Figure 1. A small window of the routed layout (run 1).
Region (74, 74) to (104, 104) µm. Cells in grey, sequential cells in the stronger grey; small squares are vias.
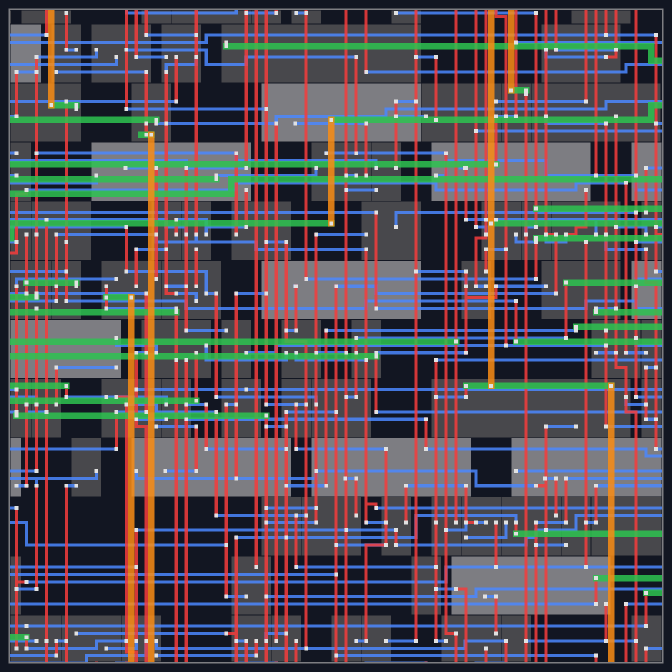
Figure 2. Signal wires by layer (run 1).
Scale bar: 50 µm.
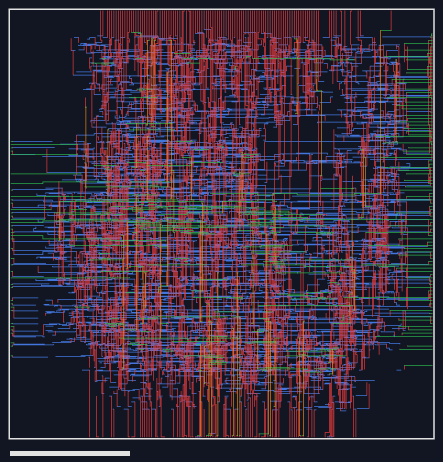
Figure 3. The clock network (run 1).
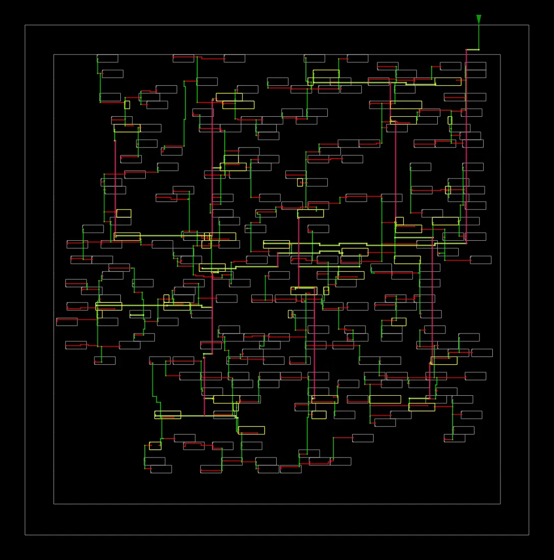
`config.mk`:
```
export PLATFORM = sky130hd
export DESIGN_NAME = load_store_unit
export DESIGN_NICKNAME = d
export VERILOG_FILES = /design/src/rtl/load_store_unit.sv
export SDC_FILE = /design/constraint.sdc
export NUM_CORES = 1
export LEC_CHECK = 0
export CAP_MARGIN = 0
export CORE_AREA = 10 10 167 169
export DETAILED_ROUTE_END_ITERATION = 12
export DIE_AREA = 0 0 177 179
export GPL_TIMING_DRIVEN = 0
export MAX_ROUTING_LAYER = met4
export PLACE_DENSITY_LB_ADDON = 0.25
export SYNTH_ARGS = -nofsm -noshare
export SYNTH_HDL_FRONTEND = slang
export SYNTH_SLANG_ARGS = --single-unit
```
`constraint.sdc`:
```
create_clock -name clk -period 3 [get_ports clk]
set_clock_uncertainty 0.1 [all_clocks]
set_input_delay 0.6 -clock clk [delete_from_list [all_inputs] [get_ports clk]]
set_output_delay 0.6 -clock clk [all_outputs]
set_load 0.01 [all_outputs]
```
`src/rtl/load_store_unit.sv`:
```
// Load/store unit: effective address, alignment and funct3 pre-check, memory issue,
// fixed-latency read wait and load extension, returning a one-cycle response.
module load_store_unit #(
  parameter int unsigned READ_LATENCY = 1
) (
  input  logic        clk,
  input  logic        rst,
  input  logic        clk_enable,
  input  logic        req_valid,
  output logic        req_ready,
  input  logic        req_store,
  input  logic [2:0]  req_funct3,
  input  logic [31:0] req_base,
  input  logic [31:0] req_offset,
  input  logic [31:0] req_wdata,
  input  logic [4:0]  req_rd,
  output logic        resp_valid,
  output logic [4:0]  resp_rd,
  output logic [31:0] resp_data,
  output logic        resp_exc,
  output logic [3:0]  resp_cause,
  output logic [31:0] resp_tval,
  output logic        mem_r_en,
  output logic [31:0] mem_r_addr,
  output logic [1:0]  mem_r_mode,
  input  logic [31:0] mem_r_data,
  output logic        mem_w_en,
  output logic [31:0] mem_w_addr,
  output logic [31:0] mem_w_data,
  output logic [1:0]  mem_w_mode,
  input  logic [1:0]  mem_state
);

  localparam int unsigned XLEN  = 32;
  localparam int unsigned CNT_W = 3;

  localparam logic [1:0] S_IDLE  = 2'd0;
  localparam logic [1:0] S_ISSUE = 2'd1;
  localparam logic [1:0] S_WAIT  = 2'd2;
  localparam logic [1:0] S_RESP  = 2'd3;

  localparam logic [3:0] CAUSE_NONE        = 4'd0;
  localparam logic [3:0] CAUSE_ILLEGAL     = 4'd2;
  localparam logic [3:0] CAUSE_LD_MISALIGN = 4'd4;
  localparam logic [3:0] CAUSE_LD_FAULT    = 4'd5;
  localparam logic [3:0] CAUSE_ST_MISALIGN = 4'd6;
  localparam logic [3:0] CAUSE_ST_FAULT    = 4'd7;
  localparam logic [1:0] MEM_OK            = 2'b00;

  logic [1:0]      state, state_n;
  logic [CNT_W-1:0] cnt, cnt_n;
  logic            store_q, store_n;
  logic [2:0]      funct3_q, funct3_n;
  logic [XLEN-1:0] ea_q, ea_n;
  logic [4:0]      rd_q, rd_n;

  logic            req_ready_n, resp_valid_n, resp_exc_n, mem_r_en_n, mem_w_en_n;
  logic [4:0]      resp_rd_n;
  logic [3:0]      resp_cause_n;
  logic [XLEN-1:0] resp_data_n, resp_tval_n, mem_r_addr_n, mem_w_addr_n, mem_w_data_n;
  logic [1:0]      mem_r_mode_n, mem_w_mode_n;

  logic [XLEN-1:0] ea_c;
  logic [XLEN-1:0] ext_c;
  logic            legal_c, misalign_c, fault_c;

  assign ea_c    = req_base + req_offset;
  assign fault_c = (mem_state != MEM_OK);

  // Request legality: loads reject 011/110/111, stores accept only 000/001/010
  always_comb begin
    if (req_store) legal_c = !req_funct3[2] && (req_funct3[1:0] != 2'b11);
    else           legal_c = (req_funct3[1:0] != 2'b11) && (req_funct3 != 3'b110);
    misalign_c = ((req_funct3[1:0] == 2'b01) && ea_c[0]) ||
                 ((req_funct3[1:0] == 2'b10) && (ea_c[1:0] != 2'b00));
  end

  // Load extension; funct3[2] marks the unsigned variants
  always_comb begin
    case (funct3_q[1:0])
      2'b00:   ext_c = {{24{~funct3_q[2] & mem_r_data[7]}}, mem_r_data[7:0]};
      2'b01:   ext_c = {{16{~funct3_q[2] & mem_r_data[15]}}, mem_r_data[15:0]};
      default: ext_c = mem_r_data;
    endcase
  end

  always_comb begin
    state_n      = state;
    cnt_n        = cnt;
    store_n      = store_q;
    funct3_n     = funct3_q;
    ea_n         = ea_q;
    rd_n         = rd_q;
    req_ready_n  = req_ready;
    resp_valid_n = 1'b0;
    resp_rd_n    = resp_rd;
    resp_data_n  = resp_data;
    resp_exc_n   = resp_exc;
    resp_cause_n = resp_cause;
    resp_tval_n  = resp_tval;
    mem_r_en_n   = 1'b0;
    mem_r_addr_n = mem_r_addr;
    mem_r_mode_n = mem_r_mode;
    mem_w_en_n   = 1'b0;
    mem_w_addr_n = mem_w_addr;
    mem_w_data_n = mem_w_data;
    mem_w_mode_n = mem_w_mode;

    case (state)
      S_IDLE: begin
        if (req_valid && req_ready) begin
          store_n     = req_store;
          funct3_n    = req_funct3;
          ea_n        = ea_c;
          rd_n        = req_rd;
          req_ready_n = 1'b0;
          if (!legal_c || misalign_c) begin
            state_n      = S_RESP;
            resp_valid_n = 1'b1;
            resp_rd_n    = req_store ? 5'd0 : req_rd;
            resp_data_n  = '0;
            resp_exc_n   = 1'b1;
            resp_cause_n = !legal_c ? CAUSE_ILLEGAL :
                           (req_store ? CAUSE_ST_MISALIGN : CAUSE_LD_MISALIGN);
            resp_tval_n  = ea_c;
          end else if (req_store) begin
            state_n      = S_ISSUE;
            mem_w_en_n   = 1'b1;
            mem_w_addr_n = ea_c;
            mem_w_data_n = req_wdata;
            mem_w_mode_n = req_funct3[1:0];
          end else begin
            state_n      = S_ISSUE;
            mem_r_en_n   = 1'b1;
            mem_r_addr_n = ea_c;
            mem_r_mode_n = req_funct3[1:0];
          end
        end
      end
      S_ISSUE: begin
        if (store_q) begin
          state_n      = S_RESP;
          resp_valid_n = 1'b1;
          resp_rd_n    = 5'd0;
          resp_data_n  = '0;
          resp_exc_n   = fault_c;
          resp_cause_n = fault_c ? CAUSE_ST_FAULT : CAUSE_NONE;
          resp_tval_n  = fault_c ? ea_q : '0;
        end else begin
          state_n = S_WAIT;
          cnt_n   = CNT_W'(READ_LATENCY);
        end
      end
      S_WAIT: begin
        if (cnt == CNT_W'(1)) begin
          state_n      = S_RESP;
          resp_valid_n = 1'b1;
          resp_rd_n    = rd_q;
          resp_data_n  = fault_c ? '0 : ext_c;
          resp_exc_n   = fault_c;
          resp_cause_n = fault_c ? CAUSE_LD_FAULT : CAUSE_NONE;
          resp_tval_n  = fault_c ? ea_q : '0;
        end else begin
          cnt_n = cnt - CNT_W'(1);
        end
      end
      default: begin
        state_n     = S_IDLE;
        req_ready_n = 1'b1;
      end
    endcase
  end

  // Single register bank; clk_enable low holds every bit including pending pulses
  always_ff @(posedge clk) begin
    if (rst) begin
      state      <= S_IDLE;
      cnt        <= '0;
      store_q    <= 1'b0;
      funct3_q   <= '0;
      ea_q       <= '0;
      rd_q       <= '0;
      req_ready  <= 1'b1;
      resp_valid <= 1'b0;
      resp_rd    <= '0;
      resp_data  <= '0;
      resp_exc   <= 1'b0;
      resp_cause <= '0;
      resp_tval  <= '0;
      mem_r_en   <= 1'b0;
      mem_r_addr <= '0;
      mem_r_mode <= '0;
      mem_w_en   <= 1'b0;
      mem_w_addr <= '0;
      mem_w_data <= '0;
      mem_w_mode <= '0;
    end else if (clk_enable) begin
      state      <= state_n;
      cnt        <= cnt_n;
      store_q    <= store_n;
      funct3_q   <= funct3_n;
      ea_q       <= ea_n;
      rd_q       <= rd_n;
      req_ready  <= req_ready_n;
      resp_valid <= resp_valid_n;
      resp_rd    <= resp_rd_n;
      resp_data  <= resp_data_n;
      resp_exc   <= resp_exc_n;
      resp_cause <= resp_cause_n;
      resp_tval  <= resp_tval_n;
      mem_r_en   <= mem_r_en_n;
      mem_r_addr <= mem_r_addr_n;
      mem_r_mode <= mem_r_mode_n;
      mem_w_en   <= mem_w_en_n;
      mem_w_addr <= mem_w_addr_n;
      mem_w_data <= mem_w_data_n;
      mem_w_mode <= mem_w_mode_n;
    end
  end

endmodule

```
==> impl_metrics.tcl, run 1 <==
# flow metrics
set metrics [dict create \
    top_usage_layer "met2" \
    routed.top_layer "met4" \
    dieArea_um2 31680 \
    layout-drive-gt1-share 0.1108 \
    wl_um 42320 \
    violations "setup timing" \
    comb_share 0.3837 \
    aoi_share 0.2206 \
    tns_ns -0.01294 \
    cp_top_family "AND-OR/OR-AND gates" \
    slew-limit-headroom 0.4890 \
    setup_viol 1 \
    place_ws_ns -1.529 \
    path_class "in -> reg" \
    clkLatencyLatePin_ns 0.53 \
    gr-usage-met2 0.4057 \
    p_leak_uw 0.005757 \
    htreeDepth 1 \
    period_used_share 1.004 \
    vias_per_cell 5.591 \
    core_um2 24750 \
    grt_overflow 0 \
    netlist.area_leader.share 0.4296 \
    cts_tree "done" \
    synth.avg_cell_area_um2 7.884 \
    ys_ff 223 \
    ctsHoldBuffers 0 \
    ff_type "dfxtp_1" \
    grtUsageMet1 0.3078 \
    synthCells 1318 \
    worstPathArrival_ns 3.36 \
    crit_required_ns 3.35 \
    min_period_ns 3.013 \
    maxCapViolCount 0 \
    nets 1878 \
    final_cells 2045 \
    num_vias 11430 \
    critPathMaxFanout 4 \
    ff2ff_path_depth 9 \
    fin_area_um2 15770 \
    die_y_um 179 \
    n_all_inverters 14 \
    synth_area_um2 10390 \
    critPathBufInv 2 \
    grt_max_degree 14 \
    simple_gate_area_frac 0.2362 \
    route.met3.wl_um 3393 \
    finalWorstSetupSlack_ns -0.01294 \
    place_congestion 0.9423 \
    drtPass1Iterations 7 \
    dominant-cell-class "multi-input combinational cells" \
    synth-edff-count 0 \
    synth.area.mux_share 0.001927 \
    fmaxAchievable_mhz 331.9 \
    crit_cells 11 \
    seq_area_um2 4464 \
    combGateArea_um2 6051 \
    synthTopCellsByArea "dfxtp_1 43%, nand2_1 9.0%, a21oi_1 8.9%" \
    power_density_nw_per_um2 587.1 \
    ys_area_um2 10390 \
    floorplan.nets 1500 \
    first_iter_violations 1062 \
    dieWidth_um 177 \
    slowest_delay_ns 0.45 \
    synth-async-reset-ratio 0 \
    hpwl_um 31490 \
    track_usage 0.2516 \
    fill_cells 2115 \
    total_power_uw 9258 \
    cp_cell_sequence "clkdlybuf4s50_1, ha_4, nand2_2, nor3b_4, o21ai_4, a31oi_4, a221o_2, buf_4, xor2_1, a221oi_1, nor3_1" \
    num_antenna_cells 0 \
    port_buffers 319 \
    start_kind "input pin" \
    warning_count 32 \
    min_path_type "reg -> reg" \
    yosysTopAreaCell "dfxtp_1" \
    hold_viol 0 \
    wire_per_inst_um 20.69 \
    placed_area_um2 14120 \
    status "complete, but fails checks" \
    clock_cell_area_share 0.05395 \
    grt_pass1_vias 10760 \
    cts_root_buffer "clkbuf_16" \
    critical_path.endpoint_type "register" \
    hold_slack_ns 0.3489 \
    antenna_found_initial 0 \
    met2_length_um 19970 \
    drv_slew 0 \
    worst_slew_pin_slew_ns 0.7665 \
    wl_met1_um 17140 \
    layout_top_cell "clkdlybuf4s50_1" \
    yosysWarnings 0 \
    synth_cell_type_count 61 \
    cts_max_path_buffers 3 \
    buffers 451 \
    post-route-util 0.6373 \
    clkTransAtPathRegs_ns 0.06 \
    fa_ha_area_frac 0.04768 \
    place_inst 1967 \
    use_met3 0.04465 \
    ys_sh_xor 0.02107 \
    taps 330 \
    antenna_left 0 \
    critPathSlowestCell "clkdlybuf4s50_1" \
    seq_share 0.2831 \
    buf_share 0.2498 \
]
-- Figure 1 (at the start) --
Key: M1 = blue; M2 = red; M3 = green; M4 = orange
71 logic cells have their middle in the window. Sequential cells in the window: 9. Most frequent: nor2_1 (9), dfxtp_1 (9), a211oi_1 (8). Netlist names of flops here include `ea_q` (4), `mem_r_addr` (2), `resp_tval` (2).

-- Figure 2 (at the start) --
Key: M4 = orange [wire length 1820 µm]; M3 = green [wire length 3390 µm]; M1 = blue [wire length 17100 µm]; M2 = red [wire length 20000 µm]

-- Figure 3 (at the start) --
CTS Buf Count: 25
clock sinks: 223
clk_buf instances: 31
num sequential: 223

run 1: final timing paths:
path / end / from / slack [ns]
setup / recovery: resp_tval[21]$_SDFFE_PP0P_ / req_base[3] / -0.01
hold / removal: resp_data[3]$_SDFFE_PP0P_ / resp_data[3]$_SDFFE_PP0P_ / 0.35
setup reg to reg: resp_tval[29]$_SDFFE_PP0P_ / state[0]$_SDFFE_PP0P_ / 0.11
hold reg to reg: resp_data[3]$_SDFFE_PP0P_ / resp_data[3]$_SDFFE_PP0P_ / 0.35
run 1: flip-flops by register name, indices dropped and copies added, names as in the netlist, 3 cells and up:
name	cells
rd_q	5
resp_tval	32
funct3_q	3
resp_rd	5
resp_data	32
ea_q	32
resp_cause	3
cnt	3
mem_r_addr	32
mem_w_addr	32
mem_w_data	32
run 1: timing repair:
| action | in CTS | in global routing |
|---|---|---|
| setup endpoints to repair | 191 | 117 |
| endpoints found under the hold margin | 0 | 0 |
| resized | 92 | 60 |
| pin swaps | 24 | 27 |
| setup buffers | 21 | 17 |
run 1: cells by family (layout without fill, tap and decap cells):
kind of cell             Yosys count  in the layout
XOR/XNOR                          25             25
buffers and inverters            114            511
other                              1              1
adder cells (fa/ha/maj)           39             39
flip-flops                       223            223
AND/OR/NAND/NOR                  551            551
AND-OR/OR-AND                    363            363
multiplexers                       2              2
run 1: power by group:
part | switching [µW] | internal [µW] | leakage [µW]
combinational | 1620 | 1120 | 0.00352
sequential | 131 | 3190 | 0.00181
clock | 1300 | 1890 | 0.000428
run 1: synthesized netlist by cell type (all sizes together), types with 17 or more instances:
cell type / count
buf: 18
nor2b: 20
dfxtp: 223
xnor2: 17
nor3: 53
nor2: 128
nand3: 24
a21oi: 184
clkbuf: 82
a221oi: 21
a211oi: 37
ha: 38
a21o: 19
nand2: 249
o21ai: 40
## Run 2: what changed since run 1
--- a/config.mk
+++ b/config.mk
@@ -6,9 +6,9 @@
 export NUM_CORES = 1
 export LEC_CHECK = 0
 export CAP_MARGIN = 0
-export CORE_AREA = 10 10 167 169
+export CORE_AREA = 2 2 159 161
 export DETAILED_ROUTE_END_ITERATION = 12
-export DIE_AREA = 0 0 177 179
+export DIE_AREA = 0 0 161 163
 export GPL_TIMING_DRIVEN = 0
 export MAX_ROUTING_LAYER = met4
 export PLACE_DENSITY_LB_ADDON = 0.25
==> run 2 against run 1 <==
- synthesized cell count stayed put
- setup slack better by 0.073 ns
- first-iteration DRC count decreased by 4.1%
- total power grew 1.4%
- sequential power about the same
- clock power grew 4%
- critical path depth grew 3
- sequential cell count did not move
- fmax grew 2.5%
- die size shrank 17%
- the flow now finishes without violations
- combinational power about the same
==> impl_metrics.tcl, run 2 <==
# flow metrics
set metrics [dict create \
    status "finished clean" \
    path_class "in -> reg" \
    grt_overflow 0 \
    crit_required_ns 3.29 \
    timing.rr.start "state[0]$_SDFFE_PP0P_" \
    htreeDepth 1 \
    yosysWarnings 0 \
    grt_max_degree 14 \
    fa_ha_area_frac 0.04768 \
    yosys.stat.seqShare 0.4296 \
    combGateArea_um2 6022 \
    place_congestion 0.9275 \
    power_density_nw_per_um2 595.3 \
    yosysTopAreaCell "dfxtp_1" \
    synth_area_um2 10390 \
    crit_end "resp_tval[26]$_SDFFE_PP0P_" \
    fin_area_um2 15770 \
    synth.area.mux_share 0.001927 \
    dieArea_um2 26240 \
    seq_area_um2 4464 \
    die_y_um 163 \
    wire_per_inst_um 19.45 \
    ys_ff 223 \
    setup_viol 0 \
    drc 0 \
    rsz0062_at_grt "yes" \
    core_um2 24670 \
    floorplan.nets 1500 \
    synth_cell_type_count 61 \
    simple_gate_area_frac 0.2362 \
    cts_root_buffer "clkbuf_16" \
    cts_max_path_buffers 3 \
    cts_made_buffers 25 \
    antenna_left 0 \
    num_antenna_cells 0 \
    hpwl_um 28790 \
    area_growth_syn_to_layout_pct 51.75 \
    layout.cells.most_common_list "297 x clkdlybuf4s50_1, 245 x nand2_1, 223 x dfxtp_1" \
    initCoreUtil 0.4211 \
    ys_area_um2 10390 \
    start_kind "input pin" \
    ys_sh_xor 0.02107 \
    p_leak_uw 0.005736 \
    warning_count 33 \
    ys_cells 1318 \
    whs_path_depth 2 \
    grt_first_pass_wirelength_um 59850 \
    clkTransAtPathRegs_ns 0.06 \
    most_common_cell "nand2_1" \
    ctsHoldBuffers 0 \
    worstPathArrival_ns 3.23 \
    tns_ns 0 \
    io_pins 321 \
    slew-limit-headroom 0.4174 \
    synthTopLogicFamily "simple AND/OR/NAND/NOR gates" \
    min-delay-start "mem_w_addr[8]$_SDFFE_PP0P_" \
    rows 58 \
    port_buffers 319 \
    worst_slew_pin_slew_ns 0.8739 \
    critical_path.endpoint_type "register" \
    dieWidth_um 161 \
    track_usage 0.2979 \
    fmaxAchievable_mhz 340.2 \
    ir_worst_vdd_mv 0.3736 \
    period_used_share 0.9799 \
    rrSetupSlack_ns 0.09 \
    wl_um 39660 \
    first_iter_violations 1018 \
    antenna_found_initial 0 \
    holdPathEnd "mem_w_addr[8]$_SDFFE_PP0P_" \
    netlist.area_leader.share 0.4296 \
    synthTopCellsByArea "dfxtp_1 43%, nand2_1 9.0%, a21oi_1 8.9%" \
    drtPass1Iterations 5 \
    maxCapViolCount 0 \
    vias_per_cell 5.553 \
    nets 1873 \
    cts_tree "done" \
    layout_top_cell "clkdlybuf4s50_1" \
    aoi_share 0.2206 \
    synth-edff-count 0 \
    drv_slew 0 \
    min_period_ns 2.940 \
    placed_area_um2 14120 \
    hold_viol 0 \
    ff2ff_path_depth 10 \
    worst_r2r_endpoint "resp_tval[1]$_SDFFE_PP0P_" \
    crit_start "req_offset[0]" \
    synth.avg_cell_area_um2 7.884 \
    synthCells 1318 \
    layout-drive-gt1-share 0.1065 \
    fill_cells 2074 \
    clock_sinks 223 \
    ff_type "dfxtp_1" \
    num_vias 11320 \
    min_path_type "reg -> reg" \
    synth-async-reset-ratio 0 \
    critPathMaxFanout 4 \
    top_cells_by_count "249 x nand2_1, 223 x dfxtp_1, 184 x a21oi_1" \
    grt_pass1_vias 10970 \
]
-- run 2: stage by stage --
step | total power (µW) | std cells | setup WS [ns] | hold WS (ns) | util
floorplan | 4680 | 1318 | -0.02110 | 0.3360 | -
global placement | 5751 | 1967 | -1.458 | 0.3381 | 0.5722
detailed placement | 5785 | 1967 | -1.503 | 0.3461 | 0.5722
CTS | 9276 | 2038 | 0.003921 | 0.3545 | 0.6310
global route | 9720 | 2039 | -0.02429 | 0.3688 | 0.6391
finish | 9386 | 2039 | 0.06020 | 0.3530 | 0.6391
-- run 2: repair_timing --
item,4_1_cts,5_1_grt
gates resized,95,45
endpoints found under the setup margin,188,139
pin swaps,28,21
setup buffers,26,7
-- run 2: critical path, stage by stage --
cell and delay (ns):
dlygate4sd2_1 0.26, ha_2 0.21, fa_2 0.43, a21oi_4 0.19
o21ai_2 0.12, a211oi_2 0.18, buf_4 0.16, o41ai_4 0.07
buf_4 0.18, a21oi_4 0.16, xnor2_2 0.08, buf_4 0.17
a221oi_2 0.33, nor3_1 0.07
-- run 2: power by group --
group | switching (µW) | leakage, µW | internal, µW | total, µW
sequential | 150 | 0.00181 | 3190 | 3340
clock | 1280 | 0.000441 | 2050 | 3330
combinational | 1600 | 0.00349 | 1120 | 2720
-- run 2: routing by layer --
layer / vias to the layer above / global-route usage / wire, µm
met1: 5315 / 0.3608 / 16190
met3: 122 / 0.06137 / 3218
met2: 500 / 0.4821 / 18440
li1: 5385 / - / -
met4: 0 / 0.1311 / 1810
met5: - / - / 0
-- run 2: layout make-up --
class / count / area share
buffer: 94 / 0.02920
clock buffer: 35 / 0.04650
clock inverter: 10 / 0.01031
inverter: 14 / 0.003333
multi-input combinational: 981 / 0.3819
sequential: 223 / 0.2831
tap: 330 / 0.02618
timing repair buffer: 352 / 0.2195
Figure 4. Nets reached from selected ports (run 2).
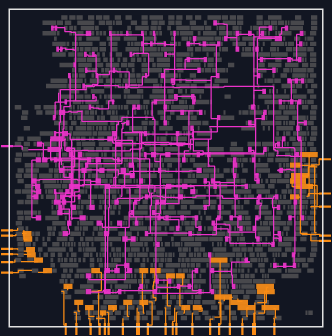
Key: `req_offset` = orange [bits 32, direction input, edge 21 bottom, 6 left, 5 right, end cells 33, buffers 32, wire 646 µm]; `rst` = magenta [bits 1, direction input, edge left, end cells 237, buffers 27, wire 3700 µm]

Figure 5. Cells by drive strength (run 2).
Scale bar: 50 µm.
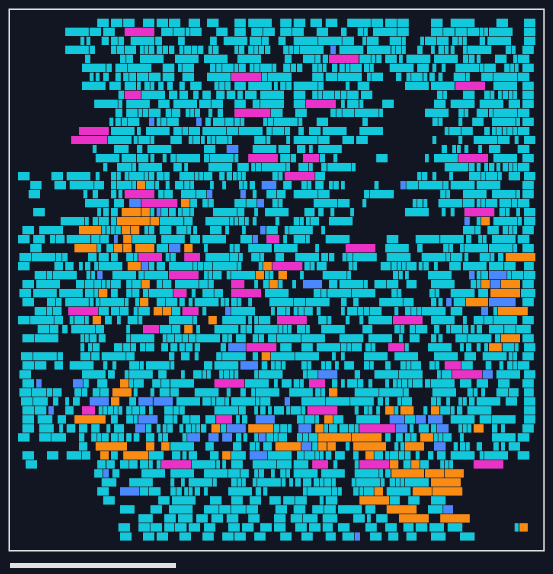
Key: x1 and smaller = cyan [cells 1527, share 89%]; x6 and larger = magenta [cells 44, share 2.6%]; x2 = blue [cells 58, share 3.4%]; x3 and x4 = orange [cells 80, share 4.7%]

Figure 6. The clock network (run 2).
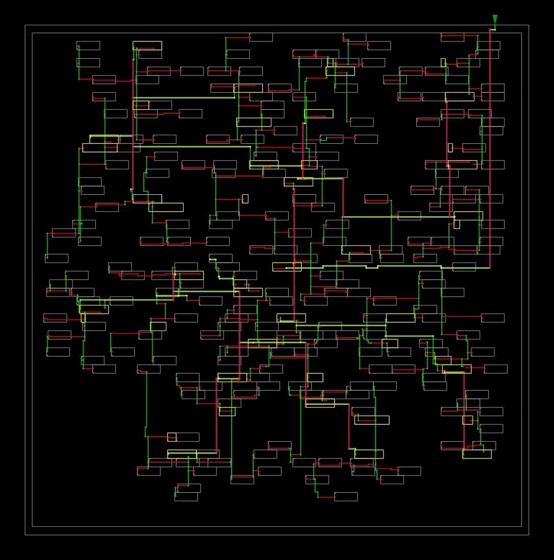
clk ins delay skew pair: 0.52 ns
clk_buf instances: 35
clock network power: 3330 µW

Power and IR drop assume default switching activity.
